$ cat src/rtl/cpu_pkg.sv
`default_nettype none
// ============================================================================
// Module      : cpu_pkg
// Description : Shared constants and types for the MIPS CPU front end.
//               RESET_PC_DEFAULT : default fetch PC after reset
//               INSTR_W          : instruction word width
//               NOP_INSTR        : value presented on instr while empty/reset
//               buf_state_e      : occupancy of the fetch output buffer
// Revision    : 1.0 - initial release
// ============================================================================
package cpu_pkg;

    localparam logic [31:0] RESET_PC_DEFAULT = 32'h0000_0000;
    localparam int          INSTR_W          = 32;
    localparam logic [31:0] NOP_INSTR        = 32'h0000_0000;

    // EMPTY: nothing buffered, ONE: out register only, TWO: out + skid
    typedef enum logic [1:0] {
        EMPTY = 2'd0,
        ONE   = 2'd1,
        TWO   = 2'd2
    } buf_state_e;

endpackage
`default_nettype wire

$ cat src/rtl/ifetch_skid.sv
`default_nettype none
// ============================================================================
// Module      : ifetch_skid
// Description : Two-entry output buffer (out register + skid register) for the
//               instruction fetch stage, with its occupancy FSM.
//   clk, rst          : clock, synchronous active-high reset
//   push              : a returned BRAM word is presented this cycle
//   push_instr/pc     : the returned word and its byte address
//   pop               : the word in the out register is consumed this cycle
//   flush             : discard all buffered words (after any pop)
//   out_valid/instr/pc: registered head-of-buffer presented downstream
//   skid_valid        : the skid register holds a word
// Revision    : 1.0 - initial release
// ============================================================================
module ifetch_skid
    import cpu_pkg::*;
#(
    parameter logic [31:0] RESET_PC = RESET_PC_DEFAULT
) (
    input  logic               clk,
    input  logic               rst,
    input  logic               push,
    input  logic [INSTR_W-1:0] push_instr,
    input  logic [31:0]        push_pc,
    input  logic               pop,
    input  logic               flush,
    output logic               out_valid,
    output logic [INSTR_W-1:0] out_instr,
    output logic [31:0]        out_pc,
    output logic               skid_valid
);

    buf_state_e         r_state;
    buf_state_e         w_state_next;
    logic               w_load_out_push;
    logic               w_load_out_skid;
    logic               w_load_skid;

    logic [INSTR_W-1:0] r_out_instr;
    logic [31:0]        r_out_pc;
    logic [INSTR_W-1:0] r_skid_instr;
    logic [31:0]        r_skid_pc;

    // State register
    always_ff @(posedge clk) begin
        if (rst) begin
            r_state <= EMPTY;
        end else begin
            r_state <= w_state_next;
        end
    end

    // Next state and data-movement enables. A flush wins over everything:
    // any pop in the same cycle has already been taken downstream, and any
    // returning word belongs to the abandoned path.
    always_comb begin
        w_state_next    = r_state;
        w_load_out_push = 1'b0;
        w_load_out_skid = 1'b0;
        w_load_skid     = 1'b0;
        if (flush) begin
            w_state_next = EMPTY;
        end else begin
            case (r_state)
                EMPTY: begin
                    if (push) begin
                        w_state_next    = ONE;
                        w_load_out_push = 1'b1;
                    end
                end
                ONE: begin
                    if (push && !pop) begin
                        w_state_next = TWO;
                        w_load_skid  = 1'b1;
                    end else if (push && pop) begin
                        w_load_out_push = 1'b1;
                    end else if (pop) begin
                        w_state_next = EMPTY;
                    end
                end
                TWO: begin
                    // The issue rule never lets a word return into a full,
                    // stalled buffer, so push implies pop here.
                    if (pop) begin
                        w_load_out_skid = 1'b1;
                        if (push) begin
                            w_load_skid = 1'b1;
                        end else begin
                            w_state_next = ONE;
                        end
                    end
                end
                default: begin
                    w_state_next = EMPTY;
                end
            endcase
        end
    end

    // Datapath registers
    always_ff @(posedge clk) begin
        if (rst) begin
            r_out_instr  <= NOP_INSTR;
            r_out_pc     <= RESET_PC;
            r_skid_instr <= NOP_INSTR;
            r_skid_pc    <= RESET_PC;
        end else begin
            if (w_load_out_skid) begin
                r_out_instr <= r_skid_instr;
                r_out_pc    <= r_skid_pc;
            end else if (w_load_out_push) begin
                r_out_instr <= push_instr;
                r_out_pc    <= push_pc;
            end
            if (w_load_skid) begin
                r_skid_instr <= push_instr;
                r_skid_pc    <= push_pc;
            end
        end
    end

    assign out_valid  = (r_state != EMPTY);
    assign skid_valid = (r_state == TWO);
    assign out_instr  = r_out_instr;
    assign out_pc     = r_out_pc;

endmodule
`default_nettype wire

$ cat src/rtl/ifetch_unit.sv
`default_nettype none
// ============================================================================
// Module      : ifetch_unit
// Description : Instruction fetch stage. Owns the fetch PC, drives the
//               one-cycle-latency instruction BRAM, and hands words to the
//               decoder over a valid/ready handshake, honouring redirects.
//   clk, rst              : clock, synchronous active-high reset
//   imem_en/imem_addr     : BRAM read request (word address)
//   imem_rdata            : BRAM data, one cycle after imem_en
//   redirect_valid/pc     : taken branch/jump and its byte target
//   instr_valid/ready     : handshake to the decoder
//   instr/instr_pc        : fetched word and its byte address
//   fetch_count           : number of completed handshakes (wraps)
// Revision    : 1.0 - initial release
// ============================================================================
module ifetch_unit
    import cpu_pkg::*;
#(
    parameter logic [31:0] RESET_PC = RESET_PC_DEFAULT,
    parameter int          IMEM_AW  = 10
) (
    input  logic               clk,
    input  logic               rst,
    output logic               imem_en,
    output logic [IMEM_AW-1:0] imem_addr,
    input  logic [INSTR_W-1:0] imem_rdata,
    input  logic               redirect_valid,
    input  logic [31:0]        redirect_pc,
    output logic               instr_valid,
    input  logic               instr_ready,
    output logic [INSTR_W-1:0] instr,
    output logic [31:0]        instr_pc,
    output logic [31:0]        fetch_count
);

    logic [31:0] r_req_pc;
    logic        r_inflight;
    logic [31:0] r_inflight_pc;
    logic [31:0] r_fetch_count;

    logic        w_out_valid;
    logic        w_skid_valid;
    logic        w_pop;
    logic        w_push;
    logic [1:0]  w_occ;
    logic [1:0]  w_occ_after_pop;
    logic        w_issue;
    logic        w_unused;

    // Target alignment bits are deliberately dropped.
    assign w_unused = &{1'b0, redirect_pc[1:0]};

    assign w_pop = w_out_valid && instr_ready;

    // Occupancy counts words buffered plus the one still in the BRAM. Only
    // issue if, after this cycle's pop, there will be room for the new word
    // when it returns; this bounds storage at two entries. pop implies
    // out_valid, so the subtraction cannot underflow.
    assign w_occ           = {1'b0, w_out_valid} + {1'b0, w_skid_valid} + {1'b0, r_inflight};
    assign w_occ_after_pop = w_occ - {1'b0, w_pop};
    assign w_issue         = !rst && !redirect_valid && (w_occ_after_pop < 2'd2);

    assign imem_en   = w_issue;
    assign imem_addr = r_req_pc[IMEM_AW+1:2];

    // Data returning during a redirect belongs to the old path.
    assign w_push = r_inflight && !redirect_valid;

    always_ff @(posedge clk) begin
        if (rst) begin
            r_req_pc      <= RESET_PC;
            r_inflight    <= 1'b0;
            r_inflight_pc <= RESET_PC;
            r_fetch_count <= 32'd0;
        end else begin
            if (w_pop) begin
                r_fetch_count <= r_fetch_count + 32'd1;
            end
            if (redirect_valid) begin
                r_req_pc   <= {redirect_pc[31:2], 2'b00};
                r_inflight <= 1'b0;
            end else begin
                r_inflight <= w_issue;
                if (w_issue) begin
                    r_inflight_pc <= r_req_pc;
                    r_req_pc      <= r_req_pc + 32'd4;
                end
            end
        end
    end

    ifetch_skid #(
        .RESET_PC (RESET_PC)
    ) u_skid (
        .clk        (clk),
        .rst        (rst),
        .push       (w_push),
        .push_instr (imem_rdata),
        .push_pc    (r_inflight_pc),
        .pop        (w_pop),
        .flush      (redirect_valid),
        .out_valid  (w_out_valid),
        .out_instr  (instr),
        .out_pc     (instr_pc),
        .skid_valid (w_skid_valid)
    );

    assign instr_valid = w_out_valid;
    assign fetch_count = r_fetch_count;

endmodule
`default_nettype wire

$ cat config.mk
export PLATFORM = sky130hd
export DESIGN_NAME = ifetch_unit
export DESIGN_NICKNAME = d
export VERILOG_FILES = /design/src/rtl/cpu_pkg.sv /design/src/rtl/ifetch_skid.sv /design/src/rtl/ifetch_unit.sv
export SDC_FILE = /design/constraint.sdc
export NUM_CORES = 1
export LEC_CHECK = 0
export CAP_MARGIN = 30
export CORE_AREA = 5 5 161 163
export CTS_CLUSTER_DIAMETER = 50
export DETAILED_ROUTE_END_ITERATION = 10
export DIE_AREA = 0 0 166 168
export PLACE_DENSITY_LB_ADDON = 0.3
export SLEW_MARGIN = 20
export SYNTH_ARGS = -nofsm -noshare
export SYNTH_HDL_FRONTEND = slang
export SYNTH_SLANG_ARGS = --single-unit
$ cat constraint.sdc
create_clock -name clk -period 6.9 [get_ports clk]
set_input_delay 1.035 -clock clk [delete_from_list [all_inputs] [get_ports clk]]
set_output_delay 1.035 -clock clk [all_outputs]
set_load 0.02 [all_outputs]
**Run 1: clock wiring as the flow saved it**

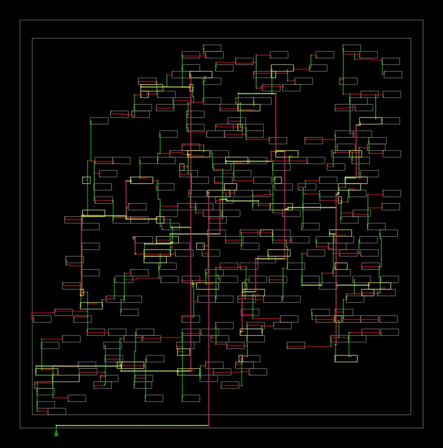
Clock Buffer Count: 37
Clk. pwr: 1.41 mW

**Run 1: clock distribution**

Scale bar: 50 µm.
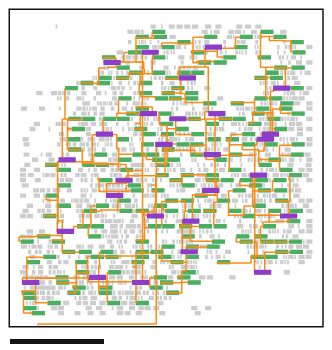
[clock wires] orange | length: 2880 µm
[flip-flops] green | count: 219
[cells driving clock nets] purple | count: 27
routed clock nets	28

**Run 1: cells coloured by class**

Scale bar: 50 µm.
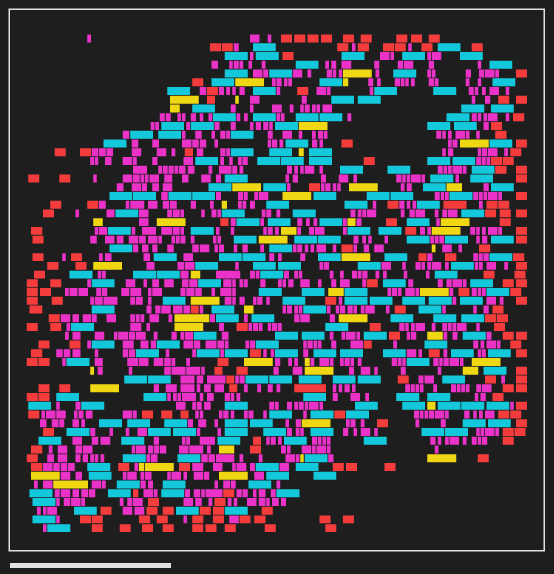
class	colour	cells
clock drivers and dummy loads	yellow	50
other buffers and delay cells	red	184
flip-flops	cyan	219
all other logic	magenta	871

run 1: through the flow:
stage / util / worst slack (ps) / cell area (µm²) / power (mW)
final: 0.505 / 2290 / 12200 / 3.02
after global routing: 0.505 / 2140 / 12200 / 3.13
after CTS: 0.503 / 2290 / 12200 / 3.05
after detailed placement: 0.466 / 2290 / 11300 / 1.64
after global placement: 0.465 / 2290 / 11200 / 1.63
after floorplan: - / 3240 / 9500 / 1.51
run 1: power by group:
part           switching, mW  internal (mW)  leakage (nW)  total, mW
combinational          0.145          0.120          1.70      0.265
sequential            0.0384           1.31          1.78       1.35
clock                  0.548          0.861         0.446       1.41
total                  0.731           2.29          3.92       3.02
==> run summary, run 1 <==
Item: results of the latest flow run.

- Non-clock buffers in the final layout number 184.
- The data required time reported for the critical path is between 5000 and 6000 ps.
- The die is between 150 and 200 µm wide.
- The most numerous cell type found on the critical path is sky130_fd_sc_hd__clkdlybuf4s50_1.
- The first detailed-routing pass ran for 5 iterations.
- Dividing the final minimum period by the clock period gives 0.668.
- Per the detail_route report, vias per standard cell equal about 5.3.
- The biggest slice of the area belongs to combinational gates.
- During placement, the flow inserted port buffers numbering approximately 170.
- Looking at the clock tree report, the root buffer type is sky130_fd_sc_hd__clkbuf_16.
- The headroom to the max-slew limit is 0.451.
- The critical path is of the in2out type.
- The gate family responsible for the most delay along the worst path is buffers and inverters.
- The worst setup path is captured at an output pin.
- The synthesized design contains 0 enable-type register cells.
- The tally of unique sky130hd cells used after synthesis is around 63.
- The largest net degree at the start of global routing is between 90 and 100.
- The floorplan step defined a core boundary enclosing 0.0242 mm².
- 176 I/O pins were placed.
- The launch instance of the worst register-to-register path is u_skid.r_state[0].
- Max-cap violations in this run came to 0.
- The run finished with clean final reports.
- Counting instances in the post-synthesis netlist gives the leading cell types as sky130_fd_sc_hd__nand2_1 (288), sky130_fd_sc_hd__dfxtp_1 (219), sky130_fd_sc_hd__nor2_1 (111).
- The violation tally recorded at the end of detailed-routing iteration 0 is between 800 and 900.
- Summed over all layers, the routed wires come to around 26 mm.
- Per the cell usage report, the commonest logic cells after layout are sky130_fd_sc_hd__nand2_1 (288), sky130_fd_sc_hd__dfxtp_1 (219), sky130_fd_sc_hd__clkdlybuf4s50_1 (169).
- The global routing report lists combined usage of all routing layers as 0.176.
- The slack of the worst reg-to-reg path is ~3700 ps.
- The most used flip-flop cell after synthesis is sky130_fd_sc_hd__dfxtp_1.
- The path category of the worst min-delay check is reg2reg.
- The slowest stage cell on the critical path is sky130_fd_sc_hd__clkdlybuf4s50_1.
- The cell-mix breakdown from Yosys lists the compound-gate area share as 0.195.
- The post-synthesis simple-gate area fraction is 0.237.
- Leaving out fill and tap cells, the most frequent cell in the layout is sky130_fd_sc_hd__nand2_1.
- The number of standard cells in the layout, taps in and fillers out is approximately 1600.
- The flop and latch count out of synthesis is 219.
- The total of endpoints with negative setup slack in the final report is 0.
- After detailed routing, the wire length on met1 is about 13 mm.
- Pins over their slew limit in the final report were tallied at 0.
- By area the synthesized netlist is led by sky130_fd_sc_hd__dfxtp_1 (46%), sky130_fd_sc_hd__nand2_1 (11%), sky130_fd_sc_hd__a311oi_1 (5.7%).
- Summing all multi-input logic gate instances after layout gives 0.00461 mm².
- The number of synthesis warnings is 0.
- The total number of clock tree sinks is around 220.
**Run 1: logic cells by family**

Scale bar: 50 µm.
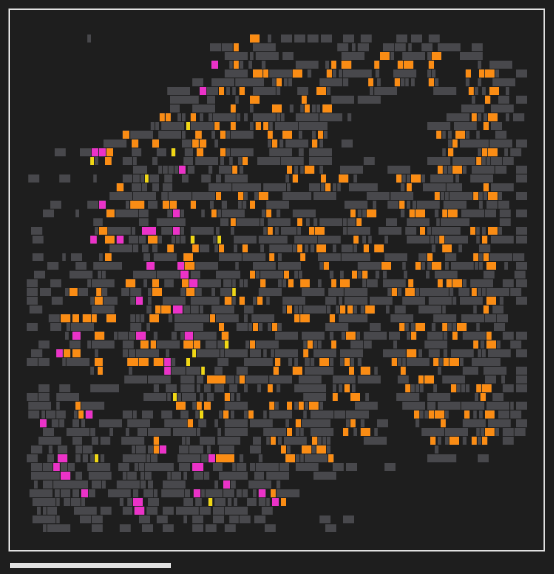

## Run 2: what changed since run 1
Clock period 6.9 ns to 3.9 ns, I/O delays scaled along.
**Run 2: logic cells by family**

Scale bar: 50 µm.
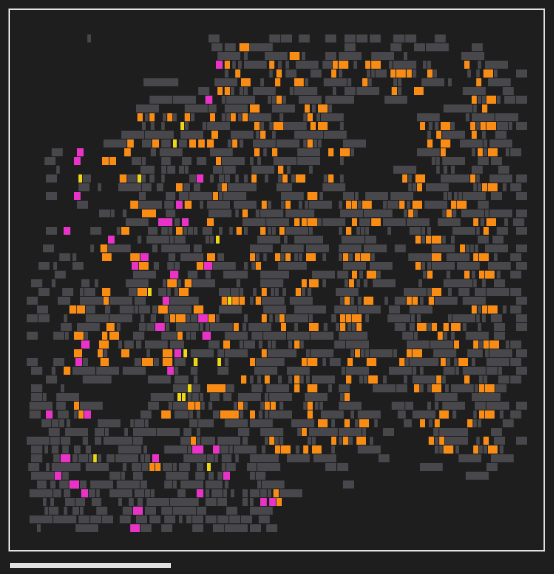
family	colour	cells
inverting AOI/OAI gates	orange	282
inverters	yellow	15
AND and OR gates	magenta	38

**Run 2: clock distribution**

Scale bar: 50 µm.
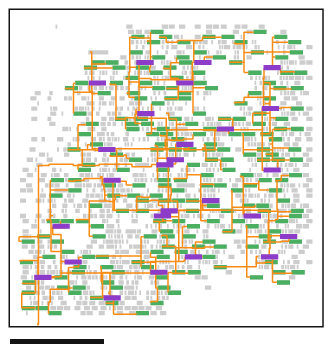
[cells driving clock nets] purple | count: 26
[clock wires] orange | length: 2850 µm
[flip-flops] green | count: 219
routed clock nets	27
flops lie	spread over the die

==> run summary, run 2 <==
Item: results of the latest flow run.

- Result of the run: finished, final reports clean (unchanged).
- The number of standard cells in the layout, taps in and fillers out was 1650 (was 1648).
- The flop and latch count out of synthesis is 219 (unchanged).
- The area fraction in full adders, half adders and majority gates is 0.00922 (unchanged).
- The cell area after synthesis came to 0.00950 mm² (unchanged).
- The data required time at the worst endpoint was 3310 ps (was 5860 ps).
- The post-synthesis simple-gate area fraction is 0.237 (unchanged).
- The placed standard-cell area is 0.0113 mm² (about the same).
- The worst setup slack after layout came to 183 ps (was 2290 ps).
- The launch instance of the worst register-to-register path is u_skid.r_state[0] (unchanged).
- The clock tree from TritonCTS is done (unchanged).
- The most instantiated logic cell after routing is sky130_fd_sc_hd__nand2_1 (unchanged).
- The final-layout non-clock buffer area share was 0.155 (was 0.151).
- The first-pass detailed-route iteration total is 5 (unchanged).
- The fraction of the core area covered by cells at the end of the flow was 0.504 (was 0.505).
- The count of library flops with an enable pin came to 0 (unchanged).
- The largest cell class by area was combinational gates (unchanged).
- The routed wire length is 26.0 mm (was 25.8 mm).
- The slowest stage cell on the critical path is sky130_fd_sc_hd__clkdlybuf4s50_1 (unchanged).
- The via count of the first global-routing pass is 8006 (was 8072).
- The sum of buffers and inverters on the critical path is 4 (unchanged).
- The path type of the worst setup path is reg2out (was in2out).
- The count of nets after finishing was 1382 (was 1378).
- Commonest cells after routing, fill and taps aside: sky130_fd_sc_hd__nand2_1 (288), sky130_fd_sc_hd__dfxtp_1 (219), sky130_fd_sc_hd__clkdlybuf4s50_1 (169) (unchanged).
- The most common cell in the netlist was sky130_fd_sc_hd__nand2_1 (unchanged).
- The total power is 5.18 mW (was 3.02 mW).
- The slack of the worst reg-to-reg path is 890 ps (was 3660 ps).
- The total of endpoints with negative setup slack in the final report is 0 (unchanged).
- The overall track demand over capacity in global routing came to 0.176 (about the same).
- Leading post-synthesis cells by instance count: sky130_fd_sc_hd__nand2_1 (288), sky130_fd_sc_hd__dfxtp_1 (219), sky130_fd_sc_hd__nor2_1 (111) (unchanged).
- The most used flip-flop cell after synthesis is sky130_fd_sc_hd__dfxtp_1 (unchanged).
- The number of clock buffers in the layout is 35 (was 37).
- The placeable core area is 0.0242 mm² (unchanged).
- The area of the multi-input gates is 0.00461 mm² (unchanged).
- The largest net degree at the start of global routing is 125 (was 98).
- The nature of the critical path endpoint is an output pin (unchanged).
- The tally of unique sky130hd cells used after synthesis is 63 (unchanged).
- The depth of the most critical reg-to-reg path is 12 (unchanged).
- The met2 wirelength from detailed routing came to 11.5 mm (was 11.3 mm).
- The routed metal-1 wire length came to 12.6 mm (about the same).
- The routing usage on met2 is 0.277 (was 0.278).
- The gate family responsible for the most delay along the worst path is simple AND/OR/NAND/NOR gates (was buffers and inverters).
- The path category of the worst min-delay check is reg2reg (unchanged).
- The layout buffer count excluding clock buffers is 189 (was 184).
- The initial DRC count is 788 (was 830).
- The fraction of final layout cells with drive strength greater than 1 came to 0.0581 (was 0.0574).
- The total number of clock tree sinks is 219 (unchanged).
- The number of H-tree levels is 1 (unchanged).
- Biggest area cells: sky130_fd_sc_hd__dfxtp_1 (46%), sky130_fd_sc_hd__nand2_1 (11%), sky130_fd_sc_hd__a311oi_1 (5.7%) (unchanged).
- The x dimension of the die was 166 µm (unchanged).
- The reported leakage power is 3.91 nW (was 3.92 nW).
- The pre-CTS setup slack is 350 ps (was 2290 ps).
- The post-route cell area is 0.0122 mm² (about the same).
- The headroom to the max-slew limit is 0.477 (was 0.451).
- The post-route fraction of the period consumed by the critical path is 0.953.
- The most frequent cell on the critical path was sky130_fd_sc_hd__ha_1 (was sky130_fd_sc_hd__clkdlybuf4s50_1).
- The count of input and output buffers is 171 (unchanged).
- Cell-by-cell trace of the critical path: inv_1, ha_1, nand2b_4, clkinv_1, ha_1, and2_1, or3_1, nand3_2, inv_2, clkdlybuf4s50_1 (was clkdlybuf4s50_1, nand2b_4, clkinv_1, ha_1, and2_1, or3_1, nand3_2, inv_2, clkdlybuf4s50_1).
- The max-slew violation count is 0 (unchanged).
- The number of synthesis warnings was 0 (unchanged).
- The compound-cell area share of the yosys netlist is 0.195 (unchanged).
- The tally of max-capacitance violations is 0 (unchanged).
- The path length in cells of the critical path is 10 (was 9).
- The via count of the routed design is 8695 (was 8694).
- The CTS root buffer is sky130_fd_sc_hd__clkbuf_16 (unchanged).
[run 2: cell count changes in the layout (fill, tap and decap cells not counted)]
cell / delta
sky130_fd_sc_hd__clkinvlp_4: +1
sky130_fd_sc_hd__clkbuf_1: +1
sky130_fd_sc_hd__clkinv_4: -1
sky130_fd_sc_hd__buf_2: -1
sky130_fd_sc_hd__buf_4: +5
sky130_fd_sc_hd__clkbuf_8: -3
sky130_fd_sc_hd__buf_12: +1
sky130_fd_sc_hd__clkinv_2: +2
sky130_fd_sc_hd__inv_6: -2
sky130_fd_sc_hd__bufinv_16: -1
[run 2: power by group]
part / total [mW] / internal, mW / switching (mW)
Sequential: 2.38 / 2.31 / 0.0682
Clock: 2.33 / 1.39 / 0.938
Combinational: 0.474 / 0.216 / 0.258
**Run 2: PDN straps and rails**

Pins as bars on the die edge. Tap cells in grey.
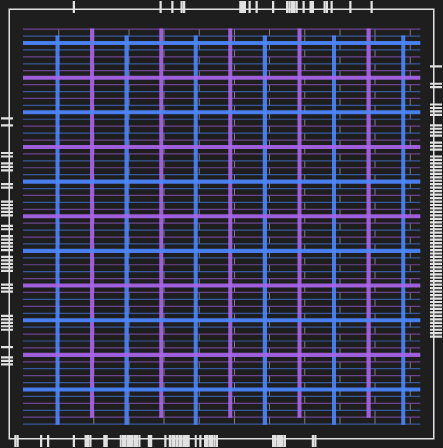

## Run 3: what changed since run 2
Settings changed: CELL_PAD_IN_SITES_DETAIL_PLACEMENT from default to 2, CELL_PAD_IN_SITES_GLOBAL_PLACEMENT from default to 2, CORE_AREA 5 5 161 163 to 5 5 202 204, DIE_AREA 0 0 166 168 to 0 0 207 209, SYNTH_HIERARCHICAL from default to 1.
**Run 3: PDN straps and rails**

Pins as bars on the die edge. Tap cells in grey.
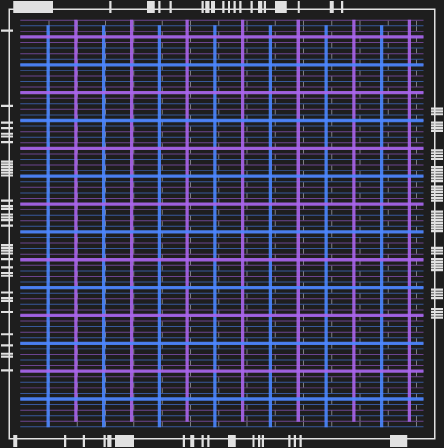
net	colour
VDD	purple
VSS	blue
signal pins	176
met1 rails	74
rows	73
tap cells	525

==> run summary, run 3 <==
Item: results of the latest flow run.

- The sequential share of the synthesized area is 0.418 (was 0.462).
- The cell area after synthesis is 0.0107 mm² (was 0.00950 mm²).
- The compound-cell area share of the yosys netlist is 0.171 (was 0.195).
- The tally of unique sky130hd cells used after synthesis is 58 (was 63).
- The tally of max-capacitance violations is 0 (unchanged).
- The net switching share of the total power was 0.239 (was 0.244).
- The post-route cell area is 0.0140 mm² (was 0.0122 mm²).
- The proportion of power drawn by the clock network is 0.538 (was 0.449).
- The headroom to the max-slew limit is 0.356 (was 0.477).
- The post-synthesis simple-gate area fraction came to 0.215 (was 0.237).
- The fraction of the core area covered by cells at the end of the flow came to 0.359 (was 0.504).
- Commonest cells after routing, fill and taps aside: sky130_fd_sc_hd__nand2_1 (321), sky130_fd_sc_hd__dfxtp_1 (223), sky130_fd_sc_hd__clkdlybuf4s50_1 (170) (was sky130_fd_sc_hd__nand2_1 (288), sky130_fd_sc_hd__dfxtp_1 (219), sky130_fd_sc_hd__clkdlybuf4s50_1 (169)).
- The hold violation total from the final report is 0 (unchanged).
- The most frequent cell on the critical path is sky130_fd_sc_hd__inv_1 (was sky130_fd_sc_hd__ha_1).
- Cell-by-cell trace of the critical path: inv_1, ha_2, inv_2, nand2_1, inv_1, ha_1, inv_1, ha_1, a21oi_4, xnor2_4, or3_1, inv_2, clkbuf_2 (was inv_1, ha_1, nand2b_4, clkinv_1, ha_1, and2_1, or3_1, nand3_2, inv_2, clkdlybuf4s50_1).
- The post-route fraction of the period consumed by the critical path came to 0.928 (was 0.953).
- The mean number of vias per cell is 4.93 (was 5.27).
- The largest net degree at the start of global routing came to 161 (was 125).
- The met1 demand-to-capacity share in global routing is 0.216 (was 0.253).
- The routed metal-1 wire length is 17.3 mm (was 12.6 mm).
- The power dissipated by switching net loads is 1.45 mW (was 1.26 mW).
- The number of standard cells in the layout, taps in and fillers out is 2025 (was 1650).
- The area fraction in full adders, half adders and majority gates is 0.0117 (was 0.00922).
- The most common cell in the netlist is sky130_fd_sc_hd__nand2_1 (unchanged).
- The total number of clock tree sinks was 223 (was 219).
- The count of nets after finishing is 1553 (was 1382).
- The count of input and output buffers is 173 (was 171).
- The met2 wirelength from detailed routing is 18.3 mm (was 11.5 mm).
- The flop and latch count out of synthesis is 223 (was 219).
- The path category of the worst min-delay check is in2reg (was reg2reg).
- The dominant power group is clock (was registers).
- Leading post-synthesis cells by instance count: sky130_fd_sc_hd__nand2_1 (321), sky130_fd_sc_hd__dfxtp_1 (223), sky130_fd_sc_hd__a21oi_1 (100) (was sky130_fd_sc_hd__nand2_1 (288), sky130_fd_sc_hd__dfxtp_1 (219), sky130_fd_sc_hd__nor2_1 (111)).
- The placed standard-cell area is 0.0128 mm² (was 0.0113 mm²).
- The routed wire length is 37.7 mm (was 26.0 mm).
- The most used flip-flop cell after synthesis is sky130_fd_sc_hd__dfxtp_1 (unchanged).
- The nature of the critical path endpoint is an output pin (unchanged).
- The depth of the most critical reg-to-reg path is 16 (was 12).
- The reported leakage power is 4.63 nW (was 3.91 nW).
- The highest achievable clock rate is 276 MHz (was 269 MHz).
- The gate family responsible for the most delay along the worst path was adder cells (was simple AND/OR/NAND/NOR gates).
- Result of the run: finished, final reports clean (unchanged).
- The most instantiated logic cell after routing is sky130_fd_sc_hd__nand2_1 (unchanged).
- The routing usage on met2 is 0.294 (was 0.277).
- The fraction of final layout cells with drive strength greater than 1 came to 0.0727 (was 0.0581).
- The CTS root buffer is sky130_fd_sc_hd__clkbuf_16 (unchanged).
- The worst setup slack after layout was 279 ps (was 183 ps).
- The placeable core area is 0.0391 mm² (was 0.0242 mm²).
- The via count of the first global-routing pass is 11100 (was 8006).
- The proportion of power drawn by combinational gates is 0.066 (was 0.091).
- Biggest area cells: sky130_fd_sc_hd__dfxtp_1 (42%), sky130_fd_sc_hd__nand2_1 (11%), sky130_fd_sc_hd__mux2i_1 (6.1%) (was sky130_fd_sc_hd__dfxtp_1 (46%), sky130_fd_sc_hd__nand2_1 (11%), sky130_fd_sc_hd__a311oi_1 (5.7%)).
- The total power was 6.06 mW (was 5.18 mW).
- The total of endpoints with negative setup slack in the final report was 0 (unchanged).
- The max-slew violation count is 0 (unchanged).
- The pre-CTS setup slack was 85.9 ps (was 350 ps).
- The path type of the worst setup path is reg2out (unchanged).
- The sum of buffers and inverters on the critical path is 6 (was 4).
- The clock tree from TritonCTS is done (unchanged).
- The data required time at the worst endpoint is 3310 ps (about the same).
- The cell-internal power is 4.61 mW (was 3.91 mW).
- The launch instance of the worst register-to-register path is u_skid/r_state[0] (was u_skid.r_state[0]).
- The sequential share of power is 0.396 (was 0.459).
- The slack of the worst reg-to-reg path is 530 ps (was 890 ps).
- The number of primary I/O pins is 176 (unchanged).
- The first-pass detailed-route iteration total is 4 (was 5).
- The number of synthesis warnings is 6 (was 0).
- The via count of the routed design is 9988 (was 8695).
- The sequential cell power is 2.40 mW (was 2.38 mW).
- The x dimension of the die is 207 µm (was 166 µm).
- The slowest stage cell on the critical path is sky130_fd_sc_hd__dfxtp_1 (was sky130_fd_sc_hd__clkdlybuf4s50_1).
- The overall track demand over capacity in global routing was 0.170 (was 0.176).
- The total clock network power is 3.26 mW (was 2.33 mW).
**Run 3: cells coloured by class**

Scale bar: 50 µm.
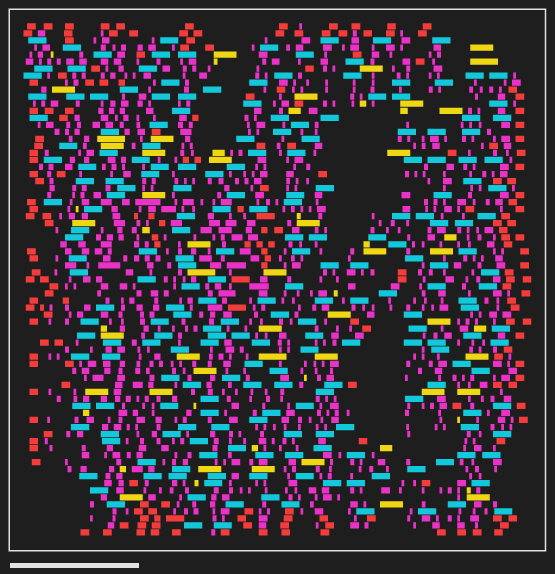
class	colour	cells
other buffers and delay cells	red	194
clock drivers and dummy loads	yellow	64
all other logic	magenta	1019
flip-flops	cyan	223

## run 3: layout make-up
type                    count  area (µm²)  share of cell area
well taps                 525         657              0.0468
repair buffers            194        1930               0.137
inverters                  89         334              0.0238
flip-flops and latches    223        4460               0.318
multi-input cells         930        5430               0.387
clock inverters            17         208              0.0148
clock buffers              47        1010              0.0722
## run 3: how the worst max path moves through the flow
stage / start / end / slack, ps / cells after the start
2_1_floorplan: u_skid/r_state[0] / imem_en / 110 / 17
3_3_place_gp: instr_ready / imem_en / 110 / 11
3_5_place_dp: instr_ready / imem_en / 90 / 11
4_1_cts: u_skid/r_state[0] / imem_en / 30 / 13
5_1_grt: u_skid/r_state[0] / imem_en / 90 / 13
6_report: u_skid/r_state[0] / imem_en / 280 / 13
Power figures rest on the tool's default switching activity, not on a simulated workload.
